--- src/rtl/poly_unpack12.sv ---
// ByteDecode12 unpacker: 3 bytes -> two mod-q 12-bit coefficients, written as a pair 1 cycle after the 3rd byte.
// One byte per cycle when in_valid is held; in_valid low stalls in place, in_ready is low outside byte-intake states.
module poly_unpack12 #(
  parameter int N         = 256,
  parameter int BASE_ADDR = 0
) (
  input  logic        clk,
  input  logic        reset,
  input  logic        start,
  input  logic        in_valid,
  input  logic [7:0]  in_data,
  output logic        in_ready,
  output logic        w1_en,
  output logic [15:0] w1_addr,
  output logic [15:0] w1_d,
  output logic        w2_en,
  output logic [15:0] w2_addr,
  output logic [15:0] w2_d,
  output logic        busy,
  output logic        done,
  output logic        err
);

  typedef enum logic [2:0] {
    S_IDLE,
    S_B0,
    S_B1,
    S_B2,
    S_FLUSH,
    S_DONE
  } state_t;

  localparam logic [15:0] K_LAST = 16'(N / 2 - 1);
  localparam logic [15:0] BASE   = 16'(BASE_ADDR);
  localparam logic [11:0] Q      = 12'd3329;

  state_t      state, state_nxt;
  logic [7:0]  b0_q, b1_q;
  logic [15:0] k_q;
  logic        xfer;
  logic        group_done;
  logic [11:0] c0, c1, c0_red, c1_red;
  logic        c0_big, c1_big;

  assign xfer       = in_valid && in_ready;
  assign group_done = xfer && (state == S_B2);

  // The third byte is consumed straight off the bus; only b0/b1 are held.
  assign c0     = {b1_q[3:0], b0_q};
  assign c1     = {in_data, b1_q[7:4]};
  assign c0_big = (c0 >= Q);
  assign c1_big = (c1 >= Q);
  assign c0_red = c0_big ? (c0 - Q) : c0;
  assign c1_red = c1_big ? (c1 - Q) : c1;

  always_comb begin
    state_nxt = state;
    in_ready  = 1'b0;
    busy      = 1'b0;
    done      = 1'b0;
    case (state)
      S_IDLE: begin
        if (start) state_nxt = S_B0;
      end
      S_B0: begin
        in_ready = 1'b1;
        busy     = 1'b1;
        if (xfer) state_nxt = S_B1;
      end
      S_B1: begin
        in_ready = 1'b1;
        busy     = 1'b1;
        if (xfer) state_nxt = S_B2;
      end
      S_B2: begin
        in_ready = 1'b1;
        busy     = 1'b1;
        if (xfer) state_nxt = (k_q == K_LAST) ? S_FLUSH : S_B0;
      end
      S_FLUSH: begin
        busy      = 1'b1;
        state_nxt = S_DONE;
      end
      S_DONE: begin
        done      = 1'b1;
        state_nxt = S_IDLE;
      end
      default: state_nxt = S_IDLE;
    endcase
  end

  always_ff @(posedge clk or negedge reset) begin
    if (!reset) begin
      state   <= S_IDLE;
      b0_q    <= 8'h00;
      b1_q    <= 8'h00;
      k_q     <= 16'h0000;
      err     <= 1'b0;
      w1_en   <= 1'b0;
      w2_en   <= 1'b0;
      w1_addr <= 16'h0000;
      w2_addr <= 16'h0000;
      w1_d    <= 16'h0000;
      w2_d    <= 16'h0000;
    end else begin
      state <= state_nxt;
      w1_en <= group_done;
      w2_en <= group_done;
      if (xfer && (state == S_B0)) b0_q <= in_data;
      if (xfer && (state == S_B1)) b1_q <= in_data;
      if ((state == S_IDLE) && start) begin
        k_q <= 16'h0000;
        err <= 1'b0;
      end else if (group_done) begin
        // Address math is 16-bit and wraps; pair k lands at even/odd slots 2k, 2k+1.
        w1_addr <= BASE + {k_q[14:0], 1'b0};
        w2_addr <= BASE + {k_q[14:0], 1'b1};
        w1_d    <= {4'h0, c0_red};
        w2_d    <= {4'h0, c1_red};
        err     <= err | c0_big | c1_big;
        k_q     <= k_q + 16'h0001;
      end
    end
  end

endmodule

--- config.mk ---
export PLATFORM = sky130hd
export DESIGN_NAME = poly_unpack12
export DESIGN_NICKNAME = d
export VERILOG_FILES = /design/src/rtl/poly_unpack12.sv
export SDC_FILE = /design/constraint.sdc
export NUM_CORES = 1
export LEC_CHECK = 0
export CAP_MARGIN = 10
export CORE_MARGIN = 1
export CORE_UTILIZATION = 40
export DETAILED_ROUTE_END_ITERATION = 6
export PLACE_DENSITY = 0.66
export SETUP_SLACK_MARGIN = 0.15
export SYNTH_ARGS = -nofsm -noshare
export SYNTH_HDL_FRONTEND = slang
export SYNTH_SLANG_ARGS = --single-unit
--- constraint.sdc ---
create_clock -name clk -period 5.9 [get_ports clk]
set_input_delay 1.18 -clock clk [delete_from_list [all_inputs] [get_ports clk]]
set_output_delay 1.18 -clock clk [all_outputs]
set_load 0.03 [all_outputs]
**Metal layers overlaid**

Two of the layers only.
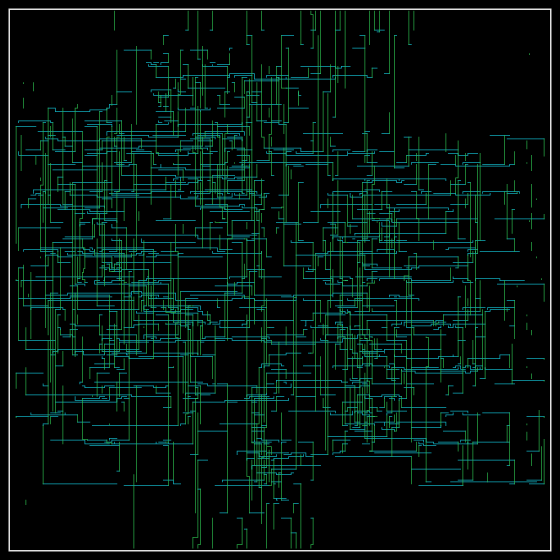
Green stands for M2, wire length 3940 microns. Cyan stands for M1, wire length 3640 microns.

**I/O pins on the die edge**

Pins as bars across the die edge, other pins in gray.
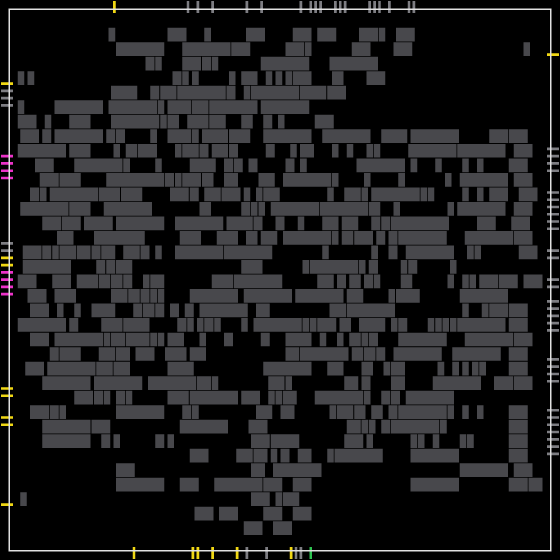
Green stands for `busy`, pins 1, direction output, edge south. Yellow stands for `w2_d`, pins 16, direction output, edge 8 west, 6 south, 1 east, 1 north. Magenta stands for `in_data`, pins 8, direction input, edge west.
die width: 101 microns
Die H: 101 microns

**Logic cells by family**

Scale bar: 20 microns.
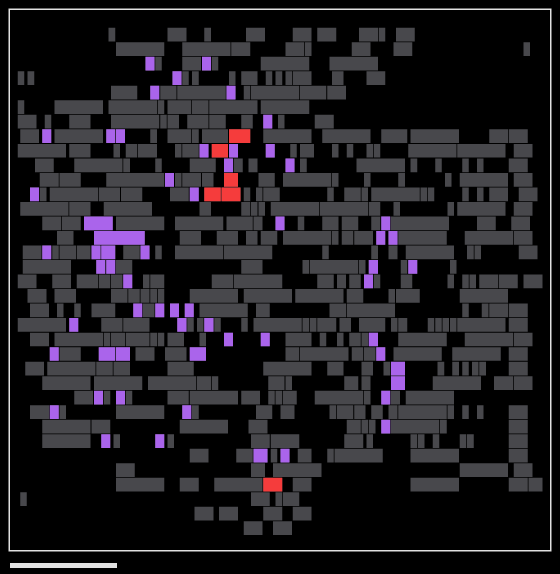
Red stands for non-inverting ao/oa cells, cells 6. Purple stands for aoi and oai cells, cells 60.

**Clock wiring as the flow saved it**

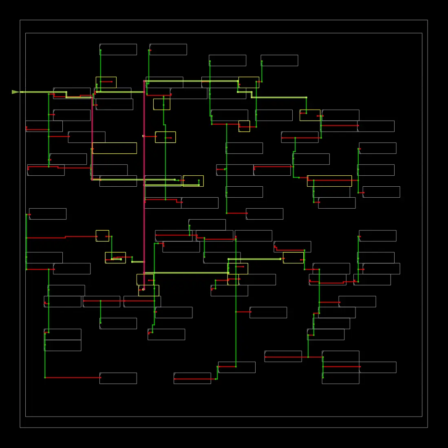
TritonCTS buffer count: 9
clock buffer count: 9
Clk. pwr: 0.000454 W
worst clock skew: 6.20 ps
Skew-Pair Late Insertion Delay: 360 ps

==> out/metrics.cfg <==
[routing]
wl_met1_microns=3640
ant_nets=0
drt-vias-per-instance=4.96
top_layer=met4
drtIter0Drc=128
detail_route.wl_per_cell_microns=13.5
routed_wl_microns=8050
dr_wl_met2_microns=3940
wl_met3_microns=393
vias=2952
drc=0
dr.pass1.iters=4

[global_routing]
grt_pass1_vias=2873
antenna_found_initial=0
grt_overflow=0
grt_max_degree=78
grt.total_usage=0.175
grtUsageMet3=0.0497
met1_usage=0.220
top_usage_layer=met2
grt_use_met2=0.295
grt_pass1_wl_microns=13900

[power_and_ir_drop]
leakage_nw=2.11
irDropWorstVdd_mv=0.247
p_per_area_mw_per_mm2=460

[synth]
common_cells=96 x nand2_1, 77 x dfrtp_1, 40 x o21ai_0
synthAdderAreaFrac=0.0159
edf_count=0
avgSynthCellArea_sq_um=9.62
async_flop_share=1.00
most_common_cell=nand2_1
ff_type=dfrtp_1
synth_top_area_share=0.490
ys_warn_count=0
post-synth-top-area-cell=dfrtp_1
xor_area_frac=0.0490
topCombFamilyByArea=simple AND/OR/NAND/NOR gates
ys_cells=409
ys_types=58
aoi_share=0.104
top_cells_by_area=dfrtp_1 49%, nand2_1 9.2%, o21ai_0 5.1%
synth.cellmix.simpleShare=0.207
yosys_area_sq_mm=0.00393
mux_area_frac=0.0525
syn-instance-count=409
syn-cell-area_sq_mm=0.00393
ys.flops=77
ys_seq_share=0.490

[clock_network]
cts-htree-levels=3
clk_pin_slew_worst_paths_ps=80
cts_tree=done
cts_root_buffer=clkbuf_8
postCtsSetupRepairBufs=0
clock_sinks=77
clock_path_buffers=2
cts_resized=0
postCtsHoldBufs=0

[final_layout]
num_antenna_cells=0
most-common-layout-cells=96 x nand2_1, 77 x dfrtp_1, 71 x clkdlybuf4s50_1
area_growth_pct=22.4
n_fill_cell=898
nets=478
combGateArea_sq_mm=0.00172
drive_gt1_frac=0.0966
seq_area_sq_mm=0.00193
final_common_cell=nand2_1
fin_util=0.514

[final_timing]
grt_setup_unrepaired=false
period_used_share=0.533
tns_ps=0
period_minus_slack_ps=3150
final-max-slew-violation-count=0
setup_viol=0
fmax_mhz=318
finalHoldViolations=0
worst_pin_slew_ps=963
setup_ws_ps=2750
relSlewSlack=0.358

[setup_path]
crit_arrival_ps=1970
crit_fanout=9
cp-start-kind=flop
worstSetupPathType=flop to output port
required_ps=4720
crit_path_end_kind=output port

[floorplanning]
core_sq_mm=0.00937
fp_util=0.420
die_area_sq_mm=0.0102
rows=35
boundaryPins=82

[run]
warnings=28
cap_violations=0

[hold_path]
holdCritPathClass=flop to flop

[placed_design]
dpl.hpwl_microns=5670
place_ws_ps=2520
port_buffers=72
gp_congestion=0.841

[status]
status=complete, no violations

report_power, final:
part	switching [W]	total, W	leakage [nW]	internal [W]
Clock	0.000209	0.000454	0.110	0.000245
Combinational	0.000524	0.000912	1.00	0.000388
Sequential	0.000162	0.000850	0.992	0.000688
Total	0.000896	0.00222	2.11	0.00132
final timing paths:
check,start,depth (start not counted),slack (ps),to
worst max register to register,b1_q[4]$_DFFE_PN0P_,7,3660,w2_d[1]$_DFFE_PN0P_
min in group asynchronous,reset,1,950,w2_addr[14]$_DFFE_PN0P_
worst min-delay path,w2_addr[0]$_DFFE_PN0P_,1,470,w2_addr[0]$_DFFE_PN0P_
max in group asynchronous,reset,1,4300,b0_q[7]$_DFFE_PN0P_
worst min register to register,w2_addr[0]$_DFFE_PN0P_,1,470,w2_addr[0]$_DFFE_PN0P_
worst max-delay path,state[1]$_DFFE_PN0P_,3,2750,busy
flip-flops by register name, summed over array words and instances (netlist names):
signal,cells
k_q,16
w2_addr,16
w1_d,12
w2_d,12
b0_q,8
b1_q,8
state,3
err,1
w2_en,1
per-stage QoR:
stage	cell area [sq um]	instances	hold slack [ps]	power, W
floorplan	3960	417	473	0.00147
global placement	4580	579	451	0.00176
detailed placement	4580	579	453	0.00178
CTS	4810	595	475	0.00224
global route	4810	595	517	0.00238
finish	4810	595	468	0.00222
layout make-up:
| class | count | area share |
|---|---|---|
| Timing Repair Buffer | 76 | 0.155 |
| Multi-Input combinational cell | 289 | 0.357 |
| Sequential cell | 77 | 0.400 |
| Inverter | 8 | 0.00624 |
| Clock buffer | 9 | 0.0257 |
| Clock inverter | 7 | 0.0221 |
| Tap cell | 129 | 0.0335 |
critical path, stage by stage (launching register included):
cell,delay [ps]
dfrtp_1,480
nor2_1,290
xnor2_1,160
clkdlybuf4s50_1,680
Power and IR drop assume default switching activity.
